## src/rtl/pcpi_pkg.sv

```systemverilog
// Shared types and constants for the PCPI initiator and its timeout counter.
// The timeout counter is built only when PCPI_TIMEOUT_EN is defined.
package pcpi_pkg;

  localparam int TIMEOUT_DEFAULT = 16;

  typedef enum logic [1:0] {
    IDLE  = 2'd0,
    ISSUE = 2'd1,
    RESP  = 2'd2
  } state_e;

  typedef struct packed {
    logic        wr;
    logic [31:0] rd;
    logic        illegal;
  } rsp_t;

  function automatic rsp_t make_rsp(input logic wr, input logic [31:0] rd, input logic illegal);
    rsp_t r;
    r.wr      = wr;
    r.rd      = rd;
    r.illegal = illegal;
    return r;
  endfunction

endpackage

```

## src/rtl/pcpi_timeout.sv

```systemverilog
// Counts idle ISSUE cycles; expired_o flags the last cycle before the
// instruction must be declared illegal. Used only when PCPI_TIMEOUT_EN is defined.
module pcpi_timeout
  import pcpi_pkg::*;
#(
  parameter int TIMEOUT = TIMEOUT_DEFAULT
) (
  input  logic clk,
  input  logic resetn,
  input  logic clear_i,
  input  logic wait_i,
  output logic expired_o
);

  localparam int CW = (TIMEOUT > 2) ? $clog2(TIMEOUT) : 1;
  localparam logic [CW-1:0] LAST = CW'(TIMEOUT - 1);

  logic [CW-1:0] cnt_q, cnt_d;

  // Saturate at LAST so the count cannot wrap while the FSM reacts.
  always_comb begin
    cnt_d = cnt_q;
    if (clear_i || wait_i) begin
      cnt_d = '0;
    end else if (cnt_q != LAST) begin
      cnt_d = cnt_q + 1'b1;
    end
  end

  always_ff @(posedge clk or negedge resetn) begin
    if (!resetn) begin
      cnt_q <= '0;
    end else begin
      cnt_q <= cnt_d;
    end
  end

  assign expired_o = (cnt_q == LAST);

endmodule

```

## src/rtl/pcpi_initiator.sv

```systemverilog
// Core-side bridge that issues one instruction at a time to a PCPI coprocessor
// and returns its result; PCPI_TIMEOUT_EN adds an illegal-instruction timeout.
module pcpi_initiator
  import pcpi_pkg::*;
#(
  parameter int TIMEOUT = TIMEOUT_DEFAULT
) (
  input  logic        clk,
  input  logic        resetn,
  input  logic        req_valid,
  output logic        req_ready,
  input  logic [31:0] req_insn,
  input  logic [31:0] req_rs1,
  input  logic [31:0] req_rs2,
  output logic        pcpi_valid,
  output logic [31:0] pcpi_insn,
  output logic [31:0] pcpi_rs1,
  output logic [31:0] pcpi_rs2,
  input  logic        pcpi_wr,
  input  logic [31:0] pcpi_rd,
  input  logic        pcpi_wait,
  input  logic        pcpi_ready,
  output logic        rsp_valid,
  output logic        rsp_wr,
  output logic [31:0] rsp_rd,
  output logic        rsp_illegal,
  input  logic        rsp_ready
);

  state_e      state_q, state_d;
  logic [31:0] insn_q, insn_d;
  logic [31:0] rs1_q, rs1_d;
  logic [31:0] rs2_q, rs2_d;
  rsp_t        rsp_q, rsp_d;
  logic        timeout_hit;

`ifdef PCPI_TIMEOUT_EN
  logic expired;

  // Holding clear outside ISSUE guarantees a zero count on entry.
  pcpi_timeout #(
    .TIMEOUT (TIMEOUT)
  ) u_timeout (
    .clk       (clk),
    .resetn    (resetn),
    .clear_i   (state_q != ISSUE),
    .wait_i    (pcpi_wait),
    .expired_o (expired)
  );

  assign timeout_hit = expired & ~pcpi_wait;
  assign rsp_illegal = rsp_q.illegal;
`else
  logic unused_cfg;

  assign timeout_hit = 1'b0;
  assign rsp_illegal = 1'b0;
  assign unused_cfg  = pcpi_wait & rsp_q.illegal & (TIMEOUT != 0);
`endif

  always_comb begin
    state_d = state_q;
    insn_d  = insn_q;
    rs1_d   = rs1_q;
    rs2_d   = rs2_q;
    rsp_d   = rsp_q;
    unique case (state_q)
      IDLE: begin
        if (req_valid) begin
          insn_d  = req_insn;
          rs1_d   = req_rs1;
          rs2_d   = req_rs2;
          state_d = ISSUE;
        end
      end
      ISSUE: begin
        // A ready in the same cycle as expiry wins over the timeout.
        if (pcpi_ready) begin
          rsp_d   = make_rsp(pcpi_wr, pcpi_rd, 1'b0);
          state_d = RESP;
        end else if (timeout_hit) begin
          rsp_d   = make_rsp(1'b0, 32'd0, 1'b1);
          state_d = RESP;
        end
      end
      RESP: begin
        if (rsp_ready) begin
          state_d = IDLE;
        end
      end
      default: begin
        state_d = IDLE;
      end
    endcase
  end

  always_ff @(posedge clk or negedge resetn) begin
    if (!resetn) begin
      state_q <= IDLE;
      insn_q  <= '0;
      rs1_q   <= '0;
      rs2_q   <= '0;
      rsp_q   <= '0;
    end else begin
      state_q <= state_d;
      insn_q  <= insn_d;
      rs1_q   <= rs1_d;
      rs2_q   <= rs2_d;
      rsp_q   <= rsp_d;
    end
  end

  assign req_ready  = (state_q == IDLE);
  assign pcpi_valid = (state_q == ISSUE);
  assign rsp_valid  = (state_q == RESP);
  assign pcpi_insn  = insn_q;
  assign pcpi_rs1   = rs1_q;
  assign pcpi_rs2   = rs2_q;
  assign rsp_wr     = rsp_q.wr;
  assign rsp_rd     = rsp_q.rd;

endmodule

```

## config.mk

```make
export PLATFORM = sky130hd
export DESIGN_NAME = pcpi_initiator
export DESIGN_NICKNAME = d
export VERILOG_FILES = /design/src/rtl/pcpi_pkg.sv /design/src/rtl/pcpi_timeout.sv /design/src/rtl/pcpi_initiator.sv
export SDC_FILE = /design/constraint.sdc
export NUM_CORES = 1
export LEC_CHECK = 0
export ABC_AREA = 1
export CORE_UTILIZATION = 40
export DETAILED_ROUTE_END_ITERATION = 16
export GPL_TIMING_DRIVEN = 0
export PLACE_DENSITY = 0.87
export REMOVE_ABC_BUFFERS = 1
export SETUP_SLACK_MARGIN = 0.4
export SLEW_MARGIN = 10
export SYNTH_ARGS = -nofsm -noshare
export SYNTH_HDL_FRONTEND = slang
export SYNTH_HIERARCHICAL = 1
export SYNTH_SLANG_ARGS = --single-unit
```

## constraint.sdc

```tcl
create_clock -name clk -period 1.6 [get_ports clk]
set_input_delay 0.24 -clock clk [delete_from_list [all_inputs] [get_ports clk]]
set_output_delay 0.24 -clock clk [all_outputs]
set_load 0.05 [all_outputs]
```

**Run 1: sequential cells grouped by signal name**

Scale: 4 px per um. Other sequential cells in the stronger gray, the rest of the logic in the fainter gray.
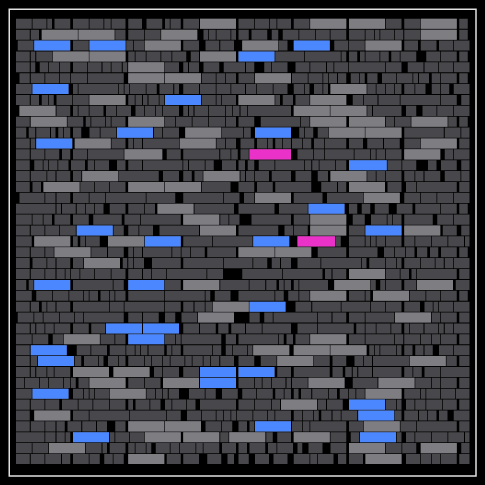
- magenta: state_q (flops 2)
- blue: pcpi_insn (flops 32; where widely spread)
fraction of area in registers: 0.2720
sequential cell area: 3286 sq um
sequential logic power: 6.60 mW
final core utilization: 0.9532

**Run 1: signal wires on met3**

Scale: 3 px per um.
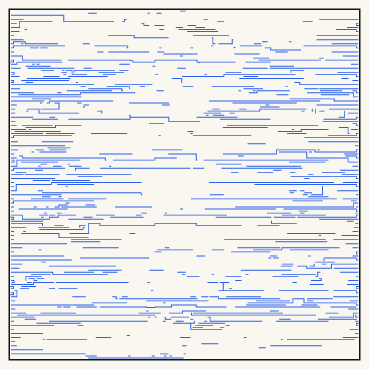
- wire length on this layer: 4630 um
- share of all routed wire: 13%
met3 demand-to-capacity share in global routing: 0.1344
final wirelength: 34.92 mm
total number of vias: 7236

==> impl_metrics.tcl, run 1 <==
# collected from the flow reports
set metrics [dict create \
    globalRouteMet1Util 0.4161 \
    run_status "finished with violations" \
    start_kind "flop" \
    fin_crit_sh 1.092 \
    pwr.group.combinational_mw 23.2 \
    netlist_instances 576 \
    warning_count 28 \
    finalSetupViolCount 67 \
    finish.net_count 1145 \
    postLayoutSetupSlackWorst_ns -0.1473 \
    synth-area-yosys_sq_um 5229 \
    sw_frac_of_total 0.4895 \
    synth_largest_type_area_fraction 0.6269 \
    layout_top_cells "sky130_fd_sc_hd__buf_6 (151), sky130_fd_sc_hd__clkdlybuf4s50_1 (130), sky130_fd_sc_hd__dfrtp_1 (127)" \
    skew_ns 0.01769 \
    pre_cts_slack_ns -1.444 \
    dp_hpwl_mm 10.48 \
    max-vdd-ir-drop_mv 2.194 \
    power.leakage_nw 5.925 \
    violations "setup timing" \
    fp.dieW_um 116.3 \
    pwr-share-seq 0.196 \
    drt_iter0_drc 824 \
    floorplan.die_area_sq_um 13530 \
    netlist_area_sq_um 5229 \
    yosys-stat-cells 576 \
    worst-slew-pin-transition_ns 0.9804 \
    worstPathRequired_ns 1.93 \
    finish.cell_count_without_fillers 1193 \
    total_switching_power_mw 16.50 \
    post_synth_num_cell_types 16 \
    cts.sink_count 131 \
    die_h_um 116.3 \
    seq_area_frac_synth 0.6269 \
    globalRoute.busiestLayer "met2" \
    yosys-top-cells-area "sky130_fd_sc_hd__dfrtp_1 (63%), sky130_fd_sc_hd__nand2_1 (19%), sky130_fd_sc_hd__nand3_1 (9.2%)" \
    critPathKind "reg2reg" \
    yosysWarningCount 6 \
    antenna_found_initial 0 \
    timing.reg2reg.worst_path_depth 6 \
    insertion_delay_ns 0.44 \
]
**Run 1: placement by cell class**

Scale: 2 px per um.
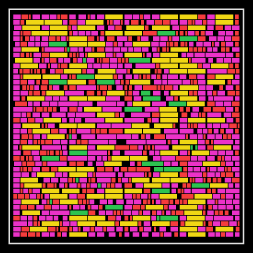
- green: clock drivers and dummy loads (cells 30; share of their area 4.7%)
- magenta: other buffers and delay cells (cells 454; share of their area 44%)
- red: all other logic (cells 406; share of their area 24%)
- yellow: flip-flops (cells 131; share of their area 28%)
number of placement rows: 41
core footprint: 12670 sq um
final non-filler cell area: 12080 sq um

==> run 1: synth_stat cells <==
library cell / number
sky130_fd_sc_hd__buf_4: 4
sky130_fd_sc_hd__nand3_2: 1
sky130_fd_sc_hd__nand4_1: 33
sky130_fd_sc_hd__o21ai_0: 2
sky130_fd_sc_hd__buf_6: 1
sky130_fd_sc_hd__inv_2: 1
sky130_fd_sc_hd__nand2_1: 260
sky130_fd_sc_hd__nor2_8: 1
sky130_fd_sc_hd__nand3_1: 96
sky130_fd_sc_hd__dfrtp_1: 131
sky130_fd_sc_hd__inv_1: 3
sky130_fd_sc_hd__nand2_2: 1
sky130_fd_sc_hd__buf_1: 5
sky130_fd_sc_hd__buf_2: 22
sky130_fd_sc_hd__conb_1: 1
sky130_fd_sc_hd__clkbuf_1: 14
==> run 1: worst paths after layout <==
| check | from | endpoint | slack [ns] |
|---|---|---|---|
| min in group clk | req_insn[25] | pcpi_insn[25] | 0.37 |
| worst min register to register | pcpi_rs2[19] | pcpi_rs2[19] | 0.52 |
| max in group asynchronous | resetn | state_q[0] | 0.56 |
| worst max-delay path | state_q[0] | rsp_rd[5] | -0.15 |
| worst max register to register | state_q[0] | rsp_rd[5] | -0.15 |
| worst min-delay path | resetn | rsp_rd[22] | 0.33 |
==> run 1: cell type report <==
cell class	instances	area, sq um	share of cell area
well taps	172	215.2	0.01782
multi-input cells	401	2761	0.2286
flip-flops and latches	131	3286	0.2720
clock inverters	6	80.08	0.006630
repair buffers	454	5230	0.4330
clock buffers	24	471.7	0.03906
repair inverters	1	6.256	0.0005180
inverters	4	27.53	0.002279
==> run 1: critical path: stages, from the launching register on <==
cell and delay [ns]:
sky130_fd_sc_hd__dfrtp_4 0.50, sky130_fd_sc_hd__buf_6 0.14, sky130_fd_sc_hd__buf_6 0.10, sky130_fd_sc_hd__buf_12 0.15, sky130_fd_sc_hd__buf_16 0.12, sky130_fd_sc_hd__nand4_1 0.33
sky130_fd_sc_hd__nand2_1 0.32
==> run 1: sequential cells by signal, indices dropped and copies added (netlist names) <==
signal	flops
rsp_wr	1
rsp_rd	32
pcpi_rs2	32
pcpi_insn	32
pcpi_rs1	32
state_q	2
==> run 1: per-stage QoR <==
step	power (mW)	cell area, sq um	TNS [ns]	hold slack, ns
after floorplan	13.62	5006	-143.17	-0.05559
after global placement	18.10	7874	-1129.42	0.4526
after detailed placement	18.44	7988	-133.32	0.2761
after CTS	27.79	10680	0	0.3597
after global routing	34.46	12080	-4.440	0.3620
final	33.70	12080	-2.252	0.3316
==> run 1: logic make-up after synthesis <==
logic type | count (synthesis) | synth area share
simple gates | 392 | 0.3250
flops | 131 | 0.6269
buf+inv | 50 | 0.04547
compound gates | 2 | 0.001914
other cells | 1 | 0.0007172
==> run 1: metal layers <==
layer	vias up	wire (um)
met2	728	16390
li1	2769	-
met3	253	4628
met1	3486	11130
met4	0	2774
met5	-	0
==> run 1: what timing repair did <==
| item | 4_1_cts | 5_1_grt |
|---|---|---|
| setup buffers | 81 | 76 |
| setup endpoints to repair | 263 | 330 |
| pin swaps | 59 | 39 |
| gates resized | 737 | 553 |
| cloned | 33 | 1 |
| hold buffers | 1 | 0 |
| hold endpoints to repair | 64 | 0 |
--- run 2 (diff from run 1) ---
--- a/config.mk
+++ b/config.mk
@@ -6,6 +6,7 @@
 export NUM_CORES = 1
 export LEC_CHECK = 0
 export ABC_AREA = 1
+export CAP_MARGIN = 20
 export CORE_UTILIZATION = 40
 export DETAILED_ROUTE_END_ITERATION = 16
 export GPL_TIMING_DRIVEN = 0
**Run 2: metal layers overlaid**

Scale: 3 px per um. Only two layers are drawn.
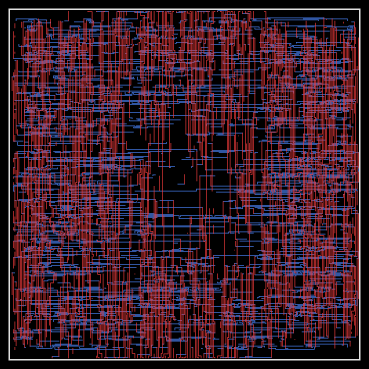
- blue: met1 (wire length 9610 um)
- red: met2 (wire length 13800 um)
GRT Total Usage: 0.3076
final wirelength: 27.46 mm
WL/cell: 24.13 um
total number of vias: 6470

**Run 2: placement by cell class**

Scale: 2 px per um.
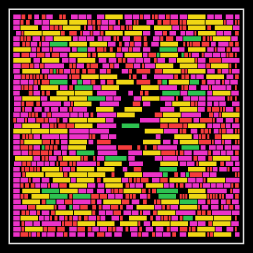
- green: clock drivers and dummy loads (cells 32; share of their area 5.4%)
- yellow: flip-flops (cells 131; share of their area 30%)
- red: all other logic (cells 410; share of their area 23%)
- magenta: other buffers and delay cells (cells 393; share of their area 42%)
final non-filler cell area: 11180 sq um
fraction of area in registers: 0.2939

**Run 2: cell outlines without signal wires**

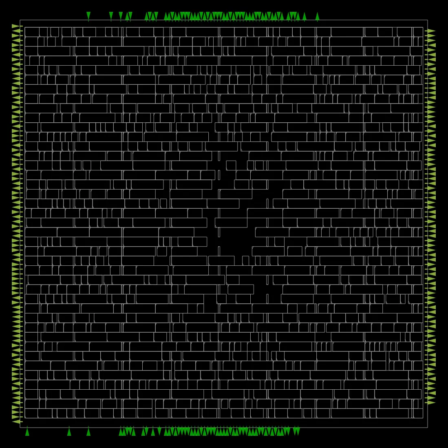
Cell Count, Final, Fillers Out: 1138
layout sequential cell count: 131
tap cell count: 172
fill cell total of the finished layout: 505
final core utilization: 0.8821

==> run 2 against run 1 <==
  * The flow still finishes with violations (setup timing)
  * Critical path depth increased by 3
  * Maximum frequency grew 1.6%
  * Via count down 11%
  * Non-clock buffer count shrank 61
  * Final cell count is 4.6% lower
  * Sequential cell count did not move
  * Critical path type unchanged
==> impl_metrics.tcl, run 2 <==
# collected from the flow reports
set metrics [dict create \
    start_kind "flop" \
    yosys-stat-cells 576 \
    run_status "finished with violations" \
    ios 268 \
    total_power_mw 30.54 \
    yosys-top-cells-area "sky130_fd_sc_hd__dfrtp_1 (63%), sky130_fd_sc_hd__nand2_1 (19%), sky130_fd_sc_hd__nand3_1 (9.2%)" \
    timing.final.crit_period_ns 1.720 \
    pre_cts_slack_ns -1.277 \
    synth_largest_type_area_fraction 0.6269 \
    report.final.hold_viol_count 0 \
    worst_r2r_endpoint "pcpi_rs2[10]" \
    cts.sink_count 131 \
    via_per_inst 5.685 \
    globalRouteOverflowTotal 0 \
    edf_count 0 \
    antenna_found_initial 0 \
    grt_start_max_net_pins 68 \
    rr_startpoint "state_q[0]" \
    crit_path_top_delay_cell "sky130_fd_sc_hd__dfrtp_4" \
    power.leakage_nw 5.523 \
    warning_count 28 \
    cts_tree "built" \
    fp.dieW_um 116.3 \
    dp_cells 973 \
    timing.max_cap.violations 0 \
    timing.critical_path.max_delay_family "buffers and inverters" \
    finalSetupViolCount 67 \
    worst_hold_path_type "in2async" \
    placed_area_sq_um 8030 \
    most_frequent_cell_after_synthesis "sky130_fd_sc_hd__nand2_1" \
    cp_num_cells 9 \
    synth_top_flop_cell "sky130_fd_sc_hd__dfrtp_1" \
    layout_top_cells "sky130_fd_sc_hd__buf_6 (145), sky130_fd_sc_hd__clkdlybuf4s50_1 (130), sky130_fd_sc_hd__dfrtp_1 (128)" \
    worstPathRequired_ns 1.89 \
    worst-slew-pin-transition_ns 0.6982 \
    synth-area-yosys_sq_um 5229 \
    reg2reg_setup_slack_ns -0.12 \
    critPathLaunch "state_q[0]" \
    netlist_area_sq_um 5229 \
    critPathKind "reg2reg" \
    die_h_um 116.3 \
    critPathMaxFanout 5 \
    setup_total_negative_slack_ns -3.642 \
    core_region_area_sq_um 12670 \
    layout-area-overhead-vs-synth_pct 113.8 \
    path_buffers 5 \
    floorplan.die_area_sq_um 13530 \
    timing.reg2reg.worst_path_depth 9 \
    num_rows 41 \
    skew_ns 0.01426 \
    seq_area_frac_synth 0.6269 \
    end_of_the_critical_path "pcpi_rs2[10]" \
    fin_crit_sh 1.075 \
    finish.net_count 1088 \
    dp_hpwl_mm 10.58 \
    max-vdd-ir-drop_mv 1.840 \
    max_stage_delay_ns 0.51 \
    drt_iter0_drc 524 \
    netlist_instances 576 \
    insertion_delay_ns 0.42 \
    post-route-drc-count 0 \
    yosysWarningCount 6 \
    critical_path.cell_chain "buf_16 > nor2_8 > buf_6 > buf_12 > buf_12 > nand2_8 > clkbuf_16 > nand2_2 > nand2_1" \
    post_synth_num_cell_types 16 \
    violations "setup timing" \
    critical_path_most_common_cell "sky130_fd_sc_hd__buf_12" \
    grt_pass1_wl_mm 30.42 \
    synthArstFlopShare 1.000 \
    postLayoutSetupSlackWorst_ns -0.1202 \
    post_synth_most_frequent_cells "sky130_fd_sc_hd__nand2_1 (260), sky130_fd_sc_hd__dfrtp_1 (131), sky130_fd_sc_hd__nand3_1 (96)" \
]
-- run 2: netlist changes by cell type in the layout (fill, tap and decap cells not counted), moves of 6 or more --
cell / change
sky130_fd_sc_hd__nand3_1: +40
sky130_fd_sc_hd__nand3_2: -38
sky130_fd_sc_hd__buf_4: -41
sky130_fd_sc_hd__buf_6: -6
sky130_fd_sc_hd__nand2_2: -22
sky130_fd_sc_hd__nand2_4: -7
sky130_fd_sc_hd__buf_12: -10
sky130_fd_sc_hd__clkbuf_16: +6
sky130_fd_sc_hd__buf_16: -8
sky130_fd_sc_hd__nand2_1: +29
-- run 2: worst min-delay path by stage --
stage / startpoint / end / slack (ns)
detailed placement: resetn / rsp_rd[15] / 0.27
CTS: req_rs2[12] / pcpi_rs2[12] / 0.36
finish: resetn / rsp_rd[15] / 0.35
floorplan: resetn / pcpi_insn[0] / -0.06
global placement: rsp_rd[31] / rsp_rd[31] / 0.45
global route: resetn / rsp_rd[15] / 0.36
-- run 2: timing repair --
item                                    CTS  global route
buffers inserted                         29            67
endpoints found under the setup margin  263           330
pin swaps                                 5            27
gates cloned                             26            10
resized                                 295           893
hold buffers                              1             0
hold endpoints to repair                 64             0
-- run 2: stage by stage --
| step | util | hold slack, ns |
|---|---|---|
| 4_1_cts | 0.7493 | 0.3627 |
| 3_5_place_dp | 0.6338 | 0.2746 |
| 5_1_grt | 0.8821 | 0.3609 |
| 3_3_place_gp | 0.6214 | 0.4526 |
| 6_report | 0.8821 | 0.3464 |
| 2_1_floorplan | - | -0.05559 |
-- run 2: power by group --
group / internal [mW] / switching (mW)
Clock: 2.45 / 1.52
Sequential: 4.92 / 1.65
Combinational: 8.28 / 11.7
Total: 15.7 / 14.9
-- run 2: kinds of logic after synthesis --
logic type,count (synthesis),synth area share
DFF,131,0.6269
other,1,0.0007172
AOI/OAI and AO/OA,2,0.001914
buffers and inverters,50,0.04547
and+or+nand+nor,392,0.3250
-- run 2: cell type report --
type	instances	area, sq um
sequential	131	3284
inverter	4	22.52
fill	505	1494
tap	172	215.2
clock buffer	23	488.0
timing repair inverter	1	11.26
multi-input combinational	405	2501
clock inverter	9	102.6
timing repair buffer	393	4552
-- run 2: metal layers --
layer	global-route usage	vias to the layer above	part of all wire
met3	0.1038	117	0.097
met2	0.5191	476	0.50
met1	0.3575	3214	0.35
met4	0.1299	0	0.051
met5	0	-	0
li1	-	2663	-
-- run 2: worst register-to-register path, stage by stage, from the launching register on --
cell                        delay (ns)
sky130_fd_sc_hd__dfrtp_4          0.51
sky130_fd_sc_hd__buf_16           0.15
sky130_fd_sc_hd__nor2_8           0.12
sky130_fd_sc_hd__buf_6            0.12
sky130_fd_sc_hd__buf_12           0.13
sky130_fd_sc_hd__buf_12           0.11
sky130_fd_sc_hd__nand2_8          0.10
sky130_fd_sc_hd__clkbuf_16        0.22
sky130_fd_sc_hd__nand2_2          0.06
sky130_fd_sc_hd__nand2_1          0.07
Power is estimated from default activity; no workload was simulated.
